Fig. 1: run 1, cell placement
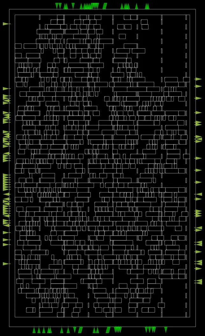
Fig. 2: run 1, metal 2
(3 px per µm)
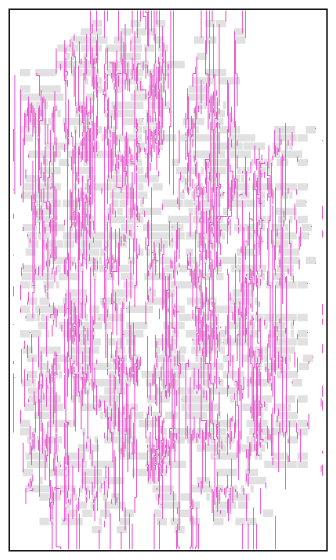
Fig. 3: run 1, metal layers overlaid
(3 px per µm) Only two layers are drawn.
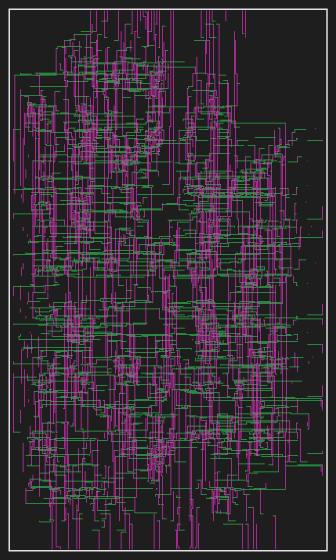
<file path="config.mk">
export PLATFORM = sky130hd
export DESIGN_NAME = mem_byte_initiator
export DESIGN_NICKNAME = d
export VERILOG_FILES = /design/src/rtl/mem_byte_initiator.sv
export SDC_FILE = /design/constraint.sdc
export NUM_CORES = 1
export LEC_CHECK = 0
export CAP_MARGIN = 20
export CELL_PAD_IN_SITES_DETAIL_PLACEMENT = 0
export CELL_PAD_IN_SITES_GLOBAL_PLACEMENT = 1
export CORE_ASPECT_RATIO = 1.75
export CORE_MARGIN = 3
export CORE_UTILIZATION = 39
export CTS_CLUSTER_DIAMETER = 150
export DETAILED_ROUTE_END_ITERATION = 16
export PLACE_DENSITY = 0.79
export SETUP_SLACK_MARGIN = 0.2
export SLEW_MARGIN = 20
export SYNTH_ARGS = -nofsm -noshare
export SYNTH_HDL_FRONTEND = slang
export SYNTH_SLANG_ARGS = --single-unit
</file>
<file path="constraint.sdc">
create_clock -name i_clk -period 3.57 [get_ports i_clk]
set_clock_uncertainty 0.05 [all_clocks]
set_input_delay 0.714 -clock i_clk [delete_from_list [all_inputs] [get_ports i_clk]]
set_output_delay 0.714 -clock i_clk [all_outputs]
set_load 0.03 [all_outputs]
</file>
<file path="src/rtl/mem_byte_initiator.sv">
// rtl/mem_byte_initiator.sv - splits word/half/byte load-store requests into single-byte memory accesses
module mem_byte_initiator #(
    parameter int DATA_WIDTH = 8,
    parameter int ADDR_WIDTH = 13,
    parameter int TIMEOUT    = 15
) (
    input  logic                  i_clk,
    input  logic                  i_reset,
    input  logic                  i_req,
    input  logic                  i_we,
    input  logic [1:0]            i_size,
    input  logic                  i_unsigned,
    input  logic [ADDR_WIDTH-1:0] i_addr,
    input  logic [31:0]           i_wdata,
    output logic [31:0]           o_rdata,
    output logic                  o_done,
    output logic                  o_error,
    output logic                  o_busy,
    output logic [DATA_WIDTH-1:0] o_mem_data,
    output logic [ADDR_WIDTH-1:0] o_mem_address,
    output logic                  o_mem_write,
    output logic                  o_mem_request,
    input  logic [DATA_WIDTH-1:0] i_mem_data,
    input  logic                  i_mem_data_DV
);

    localparam int TW = $clog2(TIMEOUT + 1);

    typedef enum logic [2:0] {QUIET, IDLE, ISSUE, WAIT, DONE} state_t;

    state_t                state;
    logic [1:0]            quiet_cnt;
    logic [TW-1:0]         tcnt;
    logic [1:0]            k;
    logic                  we_q;
    logic [1:0]            size_q;
    logic                  uns_q;
    logic [ADDR_WIDTH-1:0] base_q;
    logic [31:0]           wdata_q;
    logic [31:0]           rbuf;

    logic [31:0]           assembled;
    logic [31:0]           load_value;
    logic [1:0]            last_k;
    logic [1:0]            next_k;
    logic [ADDR_WIDTH-1:0] next_addr;

    always_comb begin
        assembled = rbuf;
        assembled[k*DATA_WIDTH +: DATA_WIDTH] = i_mem_data;
        case (size_q)
            2'b00:   load_value = {{24{~uns_q & assembled[7]}}, assembled[7:0]};
            2'b01:   load_value = {{16{~uns_q & assembled[15]}}, assembled[15:0]};
            default: load_value = assembled;
        endcase
        case (size_q)
            2'b00:   last_k = 2'd0;
            2'b01:   last_k = 2'd1;
            default: last_k = 2'd3;
        endcase
        next_k    = k + 2'd1;
        // Address arithmetic wraps naturally at the memory size.
        next_addr = base_q + {{(ADDR_WIDTH-2){1'b0}}, next_k};
    end

    always_ff @(posedge i_clk) begin
        if (i_reset) begin
            state         <= QUIET;
            quiet_cnt     <= 2'd0;
            tcnt          <= '0;
            k             <= 2'd0;
            we_q          <= 1'b0;
            size_q        <= 2'd0;
            uns_q         <= 1'b0;
            base_q        <= '0;
            wdata_q       <= '0;
            rbuf          <= '0;
            o_rdata       <= '0;
            o_done        <= 1'b0;
            o_error       <= 1'b0;
            o_busy        <= 1'b1;
            o_mem_data    <= '0;
            o_mem_address <= '0;
            o_mem_write   <= 1'b0;
            o_mem_request <= 1'b0;
        end else begin
            o_done        <= 1'b0;
            o_error       <= 1'b0;
            o_mem_request <= 1'b0;
            o_mem_write   <= 1'b0;
            case (state)
                QUIET: begin
                    // Let any access issued before reset finish before starting new ones.
                    if (quiet_cnt == 2'd3) begin
                        state  <= IDLE;
                        o_busy <= 1'b0;
                    end else begin
                        quiet_cnt <= quiet_cnt + 2'd1;
                    end
                end
                IDLE: begin
                    if (i_req) begin
                        we_q          <= i_we;
                        size_q        <= i_size;
                        uns_q         <= i_unsigned;
                        base_q        <= i_addr;
                        wdata_q       <= i_wdata;
                        k             <= 2'd0;
                        state         <= ISSUE;
                        o_busy        <= 1'b1;
                        o_mem_request <= 1'b1;
                        o_mem_write   <= i_we;
                        o_mem_address <= i_addr;
                        o_mem_data    <= i_wdata[DATA_WIDTH-1:0];
                    end
                end
                ISSUE: begin
                    state <= WAIT;
                    tcnt  <= '0;
                end
                WAIT: begin
                    if (i_mem_data_DV) begin
                        rbuf <= assembled;
                        if (k == last_k) begin
                            state  <= DONE;
                            o_done <= 1'b1;
                            if (!we_q) begin
                                o_rdata <= load_value;
                            end
                        end else begin
                            k             <= next_k;
                            state         <= ISSUE;
                            o_mem_request <= 1'b1;
                            o_mem_write   <= we_q;
                            o_mem_address <= next_addr;
                            o_mem_data    <= wdata_q[next_k*DATA_WIDTH +: DATA_WIDTH];
                        end
                    end else if (tcnt == TW'(TIMEOUT)) begin
                        state   <= DONE;
                        o_done  <= 1'b1;
                        o_error <= 1'b1;
                    end else begin
                        tcnt <= tcnt + 1'b1;
                    end
                end
                DONE: begin
                    state  <= IDLE;
                    o_busy <= 1'b0;
                end
                default: begin
                    state <= QUIET;
                end
            endcase
        end
    end

endmodule

</file>
==> flow_summary.ini, run 1 <==
; generated from flow reports
[synthesis]
synth_nets = 869
top_cells_by_area = dfxtp_1 (45%), nand2_1 (10%), a21oi_1 (6.3%)
largest_area_cell = dfxtp_1
ys_sh_mux_pct = 3.115
synth-main-ff-cell = dfxtp_1
edf_count = 0
syn-instance-count = 799
ys.flops = 150
syn_area_um2 = 6748

[detailed_routing]
ant_nets = 0
drtPass1Iterations = 4

[timing]
fin_crit_ps = 2710
fmax_mhz = 369.0
fin_hold_ws_ps = 403.6
rsz0062_at_grt = no
tightest_slew_ps = 926.5
slew_headroom_pct = 38.23

[clock_tree]
cts-buffers-inserted = 17
cts_root_buffer = clkbuf_16
clk_pin_slew_ps = 60
cts_sinks = 150

[setup_path]
cp-start-kind = flop
worstPathRequired_ps = 3830
r2r-start = k[1]
r2r_slack_ps = 860
crit_path_end_kind = flop

[pwr]
powerClk_mw = 1.87
maxPowerGroup = sequential cells
power_density_nw_per_um2 = 533.6

[worst_hold_path]
hp-start = wdata_q[5]
whs_endpoint = wdata_q[5]

[place]
io_buffers = 118
placed_cell_area_um2 = 8074

[floorplan]
fp-utilization_pct = 39.82
die_w_um = 105.4

[global_route]
grt.overflow.total = 0

[cells_and_area]
area_delta_synth_final_pct = 28.67

[status]
status = finished clean
Back to the opening pictures, Fig. 1:
post-layout util: 51.23%
Well Taps: 227
Finished Layout Cells: 1127
core area: 16950 µm²
Seq area share: 34.59%

Back to the opening pictures, Fig. 2:
wire length on this layer = 10100 µm
main direction = vertical

Back to the opening pictures, Fig. 3:
magenta -> M2  # wire length 10100 µm
green -> M1  # wire length 7230 µm
routed vias: 6095
Post-Route WL: 18.57 mm
gr usage total: 19.52%

[run 1: metal layers]
| metal | global-route usage (%) | vias to the layer above | routed length [µm] |
|---|---|---|---|
| li1 | - | 2999 | - |
| met1 | 21.21 | 2896 | 7233 |
| met2 | 36.55 | 162 | 10060 |
| met3 | 3.701 | 38 | 718 |
| met4 | 7.620 | 0 | 549 |
| met5 | 0 | - | 0 |
[run 1: critical path, cell delays in order, from the launching register on]
cell     delay [ps]
dfxtp_1         440
inv_1           100
ha_1            490
inv_1           100
fa_1            550
nor4_1          430
mux2i_1         140
o41ai_1         310
[run 1: cell usage in the layout (no fill, tap or decap), types with 3 or more instances in the layout]
cell type and instances:
nand2_1 187, dfxtp_1 150, clkdlybuf4s50_1 117, a21oi_1 85
nor2_1 66, a211oi_1 30, a22o_1 23, nor3_1 23
buf_4 20, a211oi_2 17, clkbuf_16 17, inv_1 12
a311oi_1 11, nor2b_1 10, nand3_1 10, nand4b_1 9
mux4_2 8, o41ai_1 8, ha_1 8, nor4_1 7
nand4_1 6, nand2b_1 6, nor4bb_1 4, o31a_1 4
o21a_1 4, clkinvlp_4 4, bufinv_16 4, mux2i_1 3
xor2_1 3, a211o_1 3, clkinv_2 3
[run 1: registers in the layout (all words and copies together) (netlist names), 2 cells and up]
name           flops
o_mem_data         8
state              3
o_rdata           32
k                  2
wdata_q           32
size_q             2
quiet_cnt          2
base_q            13
tcnt               4
o_mem_address     13
rbuf              32
[run 1: area by class of cell]
class                      instances  area, µm²
clock buffer                      17      425.4
sequential                       150       3003
inverter                          12      45.04
clock inverter                    13      182.7
tap                              227      284.0
timing repair buffer             138       1341
fill                            1593       8265
multi-input combinational        570       3401
Fig. 4: run 1, pin map
(3 px per µm) Pins as bars across the die edge, other pins in grey.
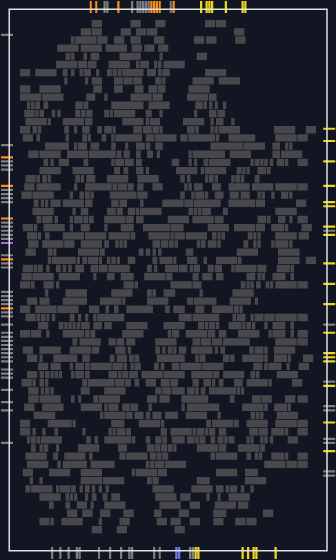

==> run 1 -> run 2 <==
- CORE_UTILIZATION: 39 -> 35
- PLACE_DENSITY: 0.79 -> 0.75
- clock period: 3.57 -> 2.2 ns (I/O delays scaled with it)
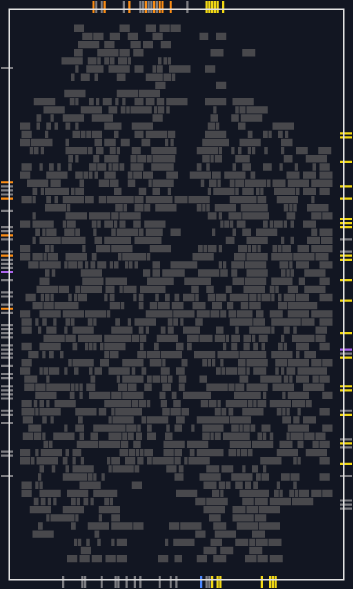
Fig. 5. Pin map (run 2).
(3 px per µm) Pins as bars across the die edge, other pins in grey.
blue -> `o_mem_write`  # pins 1, direction output, edge bottom
orange -> `i_addr`  # pins 13, direction input, edge 8 top, 5 left
purple -> `i_size`  # pins 2, direction input, edge 1 left, 1 right
yellow -> `o_rdata`  # pins 32, direction output, edge 19 right, 7 bottom, 6 top
all pins by edge = 44 left, 30 right, 23 top, 22 bottom
die height: 189.7 µm
die width: 111.0 µm
IO Port Bufs: 118

==> run 2 against run 1 <==
Compared with the run above:
- worst setup slack lost 750 ps
- cell count up 5.4%
- first-iteration DRC count rose by 31%
- register-to-register slack lost 750 ps
- global-route usage decreased by 0.31 points
- sequential share of layout area decreased by 3.6 points
- clock power grew about 60%
- fmax rose by 30%
- clock-buffer cell count grew 4
- critical path type unchanged
- critical endpoint is now o_rdata[14]
==> flow_summary.ini, run 2 <==
; generated from flow reports
[status]
status = finished clean

[synthesis]
synth_nets = 869
syn-instance-count = 799
largest_area_cell = dfxtp_1
edf_count = 0
synth-main-ff-cell = dfxtp_1
top_cells_by_area = dfxtp_1 (45%), nand2_1 (10%), a21oi_1 (6.3%)
syn_area_um2 = 6748
ys.flops = 150
ys_sh_mux_pct = 3.115
synthTopCellsByCount = nand2_1 (187), dfxtp_1 (150), a21oi_1 (85)

[timing]
fin_crit_ps = 2089
tightest_slew_ps = 547.5
rsz0062_at_grt = yes
hold_viol_final = 0
fmax_mhz = 478.7
fin_hold_ws_ps = 291.4
slew_headroom_pct = 63.26

[detailed_routing]
m1WireLength_mm = 8.046
drtPass1Iterations = 4
dr.max_layer_used = met4
wl_met2_mm = 10.61
totalWireLength_mm = 19.99
vias = 6239
ant_nets = 0
wl_met3_um = 733
drc = 0

[cells_and_area]
top_regs = o_rdata: 32 flops, rbuf: 32 flops, wdata_q: 32 flops
layout_top_cells = nand2_1 (186), dfxtp_1 (148), clkdlybuf4s50_1 (97), a21oi_1 (84), nor2_1 (42)
area_delta_synth_final_pct = 43.91
layout-drive-gt1-share_pct = 19.79
layout_top_cell = nand2_1
fin_util_pct = 51.80
fin_cells = 1188

[pwr]
power_density_nw_per_um2 = 788.6

[worst_hold_path]
whs_endpoint = rbuf[25]
hp-start = i_reset

[setup_path]
crit_path_end_kind = flop
r2r-start = k[1]
r2r_slack_ps = 110
cp-start-kind = flop
reg2reg_to = o_rdata[14]
critical_path_class = flop to flop
worstPathRequired_ps = 2470

[floorplan]
core_area_um2 = 18750
fp-utilization_pct = 36.00
chipArea_um2 = 21050

[global_route]
grt.overflow.total = 0
grt_usage_pct = 19.22

[job]
max_cap_viol_count = 0

[clock_tree]
clk_pin_slew_ps = 60
cts_sinks = 150
cts_root_buffer = clkbuf_16
cts_setup_buffers = 12
cts-buffers-inserted = 17

[place]
placed_cell_area_um2 = 8426
[run 2: cell counts after synthesis]
Identical to the previous run, type by type.
[run 2: how the worst max path moves through the flow]
stage / start / endpoint / slack (ps) / cells past startpoint
after floorplan: k[0] / o_mem_address[4] / -180 / 12
after global routing: k[1] / o_rdata[12] / 30 / 8
after CTS: k[1] / o_rdata[31] / 70 / 8
after detailed placement: i_mem_data_DV / o_rdata[26] / -190 / 7
final: k[1] / o_rdata[14] / 110 / 8
after global placement: i_mem_data_DV / o_rdata[18] / -150 / 7
[run 2: final cells by class]
cell class	count	area, µm²
timing repair buffer	185	1994
fill	1767	9035
inverter	12	52.55
clock inverter	11	137.6
tap	238	297.8
multi-input combinational	571	3750
clock buffer	21	470.5
sequential	150	3008
[run 2: kinds of logic (layout without fill, tap and decap cells)]
kind of cell	count (synthesis)	count (layout)
multiplexers	11	11
AND/OR/NAND/NOR	348	348
AND-OR/OR-AND	197	198
buffers and inverters	79	229
XOR/XNOR	5	5
flip-flops	150	150
adder cells (fa/ha/maj)	9	9
[run 2: power by group through the flow]
stage | Combinational [mW] | Sequential (mW) | Clock, mW
global route | 1.67 | 3.16 | 3.19
floorplan | 0.704 | 3.33 | 0
CTS | 1.54 | 3.13 | 3.06
finish | 1.52 | 3.13 | 3.00
global placement | 1.46 | 3.18 | 0
detailed placement | 1.47 | 3.18 | 0
[run 2: worst max-delay path: stages, from the launching register on]
cell	delay (ps)
dfxtp_2	320
buf_6	110
or4_4	550
a311oi_4	310
buf_6	180
buf_6	100
buf_12	120
nor2_1	40
a211oi_1	210
[run 2: per-layer routing]
metal / up-vias / GRT usage [%]
li1: 3106 / -
met1: 2954 / 22.08
met3: 29 / 3.660
met5: - / 0
met2: 150 / 35.24
met4: 0 / 6.923
==> run 2 -> run 3 <==
- ABC_CLOCK_PERIOD_IN_PS: unset -> 2200
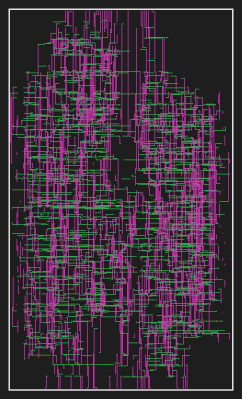
Fig. 6. Metal layers overlaid (run 3).
(2 px per µm) Only two layers are drawn.
green -> M1  # wire length 8050 µm
magenta -> M2  # wire length 10600 µm
per-cell routed wire length: 16.82 µm
routed vias: 6239
Post-Route WL: 19.99 mm

==> run 3 against run 2 <==
Compared with the run above:
- first-iteration DRC count stayed put
- die area stayed put
- global-route usage stayed put
- sequential power hardly changed
- critical path type unchanged
==> flow_summary.ini, run 3 <==
; generated from flow reports
[status]
status = finished clean

[synthesis]
ys_sh_mux_pct = 3.115
largest_area_cell = dfxtp_1
syn-instance-count = 799
syn_area_um2 = 6748
edf_count = 0
synthTopCellsByCount = nand2_1 (187), dfxtp_1 (150), a21oi_1 (85)
yosysUniqueCellTypes = 54
ys.flops = 150
top_cells_by_area = dfxtp_1 (45%), nand2_1 (10%), a21oi_1 (6.3%)
synth_nets = 869

[setup_path]
worst_path_most_repeated_cell = buf_6
path_cells = buf_6, or4_4, a311oi_4, buf_6, buf_6, buf_12, nor2_1, a211oi_1
path_buffers = 4
crit_family = simple AND/OR/NAND/NOR gates
slowest_stage = or4_4
crit_path_end_kind = flop
critical_path_class = flop to flop
cpPeakStageDelay_ps = 550

[cells_and_area]
fin_cells = 1188
layout_top_cells = nand2_1 (186), dfxtp_1 (148), clkdlybuf4s50_1 (97), a21oi_1 (84), nor2_1 (42)
top_regs = o_rdata: 32 flops, rbuf: 32 flops, wdata_q: 32 flops
layout_top_cell = nand2_1
area_delta_synth_final_pct = 43.91

[floorplan]
die_h_um = 189.7
fp-utilization_pct = 36.00
core_area_um2 = 18750
chipArea_um2 = 21050
die_w_um = 111.0

[detailed_routing]
drtPass1Iterations = 4

[place]
io_buffers = 118

[timing]
fin_crit_ps = 2089
fmax_mhz = 478.7
slew_headroom_pct = 63.26
tightest_slew_ps = 547.5
setup_viol = 0

[pwr]
power_density_nw_per_um2 = 788.6

[clock_tree]
cts_root_buffer = clkbuf_16
cts_sinks = 150
cts-buffers-inserted = 17
clockBufferDepth = 2
clk_pin_slew_ps = 60

[global_route]
grt_usage_pct = 19.22

[job]
max_cap_viol_count = 0
## run 3: path summary, 6_finish.rpt
check | slack [ps] | cells after the start | from | endpoint
setup / recovery | 110 | 8 | k[1] | o_rdata[14]
hold / removal | 290 | 2 | i_reset | rbuf[25]
setup reg to reg | 110 | 8 | k[1] | o_rdata[14]
hold reg to reg | 400 | 2 | wdata_q[4] | wdata_q[4]
## run 3: metrics by stage
step	hold slack (ps)	utilization, %	total power [mW]	instance area, µm²
floorplan	383.1	-	4.034	6837
global placement	390.8	44.95	4.632	8426
detailed placement	393.8	44.95	4.642	8426
CTS	273.7	51.06	7.728	9572
global route	295.5	51.80	8.020	9711
finish	291.4	51.80	7.658	9711
## run 3: routing by layer
metal	track usage (%)	up-vias	part of all wire [%]
met5	0	-	0
met4	6.923	0	3.0
met3	3.660	29	3.7
met2	35.24	150	53
met1	22.08	2954	40
li1	-	3106	-
## run 3: cell families after synthesis
| group | after synthesis |
|---|---|
| DFF | 150 |
| and+or+nand+nor | 348 |
| AOI/OAI and AO/OA | 197 |
| buffers and inverters | 79 |
| adders and majority gates | 9 |
| xor gates and xnor gates | 5 |
| muxes | 11 |
## run 3: power groups by stage
stage / logic [mW] / clock network, mW / registers (mW)
2_1_floorplan: 0.704 / 0 / 3.33
4_1_cts: 1.54 / 3.06 / 3.13
6_report: 1.52 / 3.00 / 3.13
3_5_place_dp: 1.47 / 0 / 3.18
5_1_grt: 1.67 / 3.19 / 3.16
3_3_place_gp: 1.46 / 0 / 3.18
## run 3: layout make-up
type	instances	area, µm²
clock buffer	21	470.5
clock inverter	11	137.6
fill	1767	9035
inverter	12	52.55
multi-input combinational	571	3750
sequential	150	3008
tap	238	297.8
timing repair buffer	185	1994
No activity file was given, so power comes from the tool's default toggle rates.
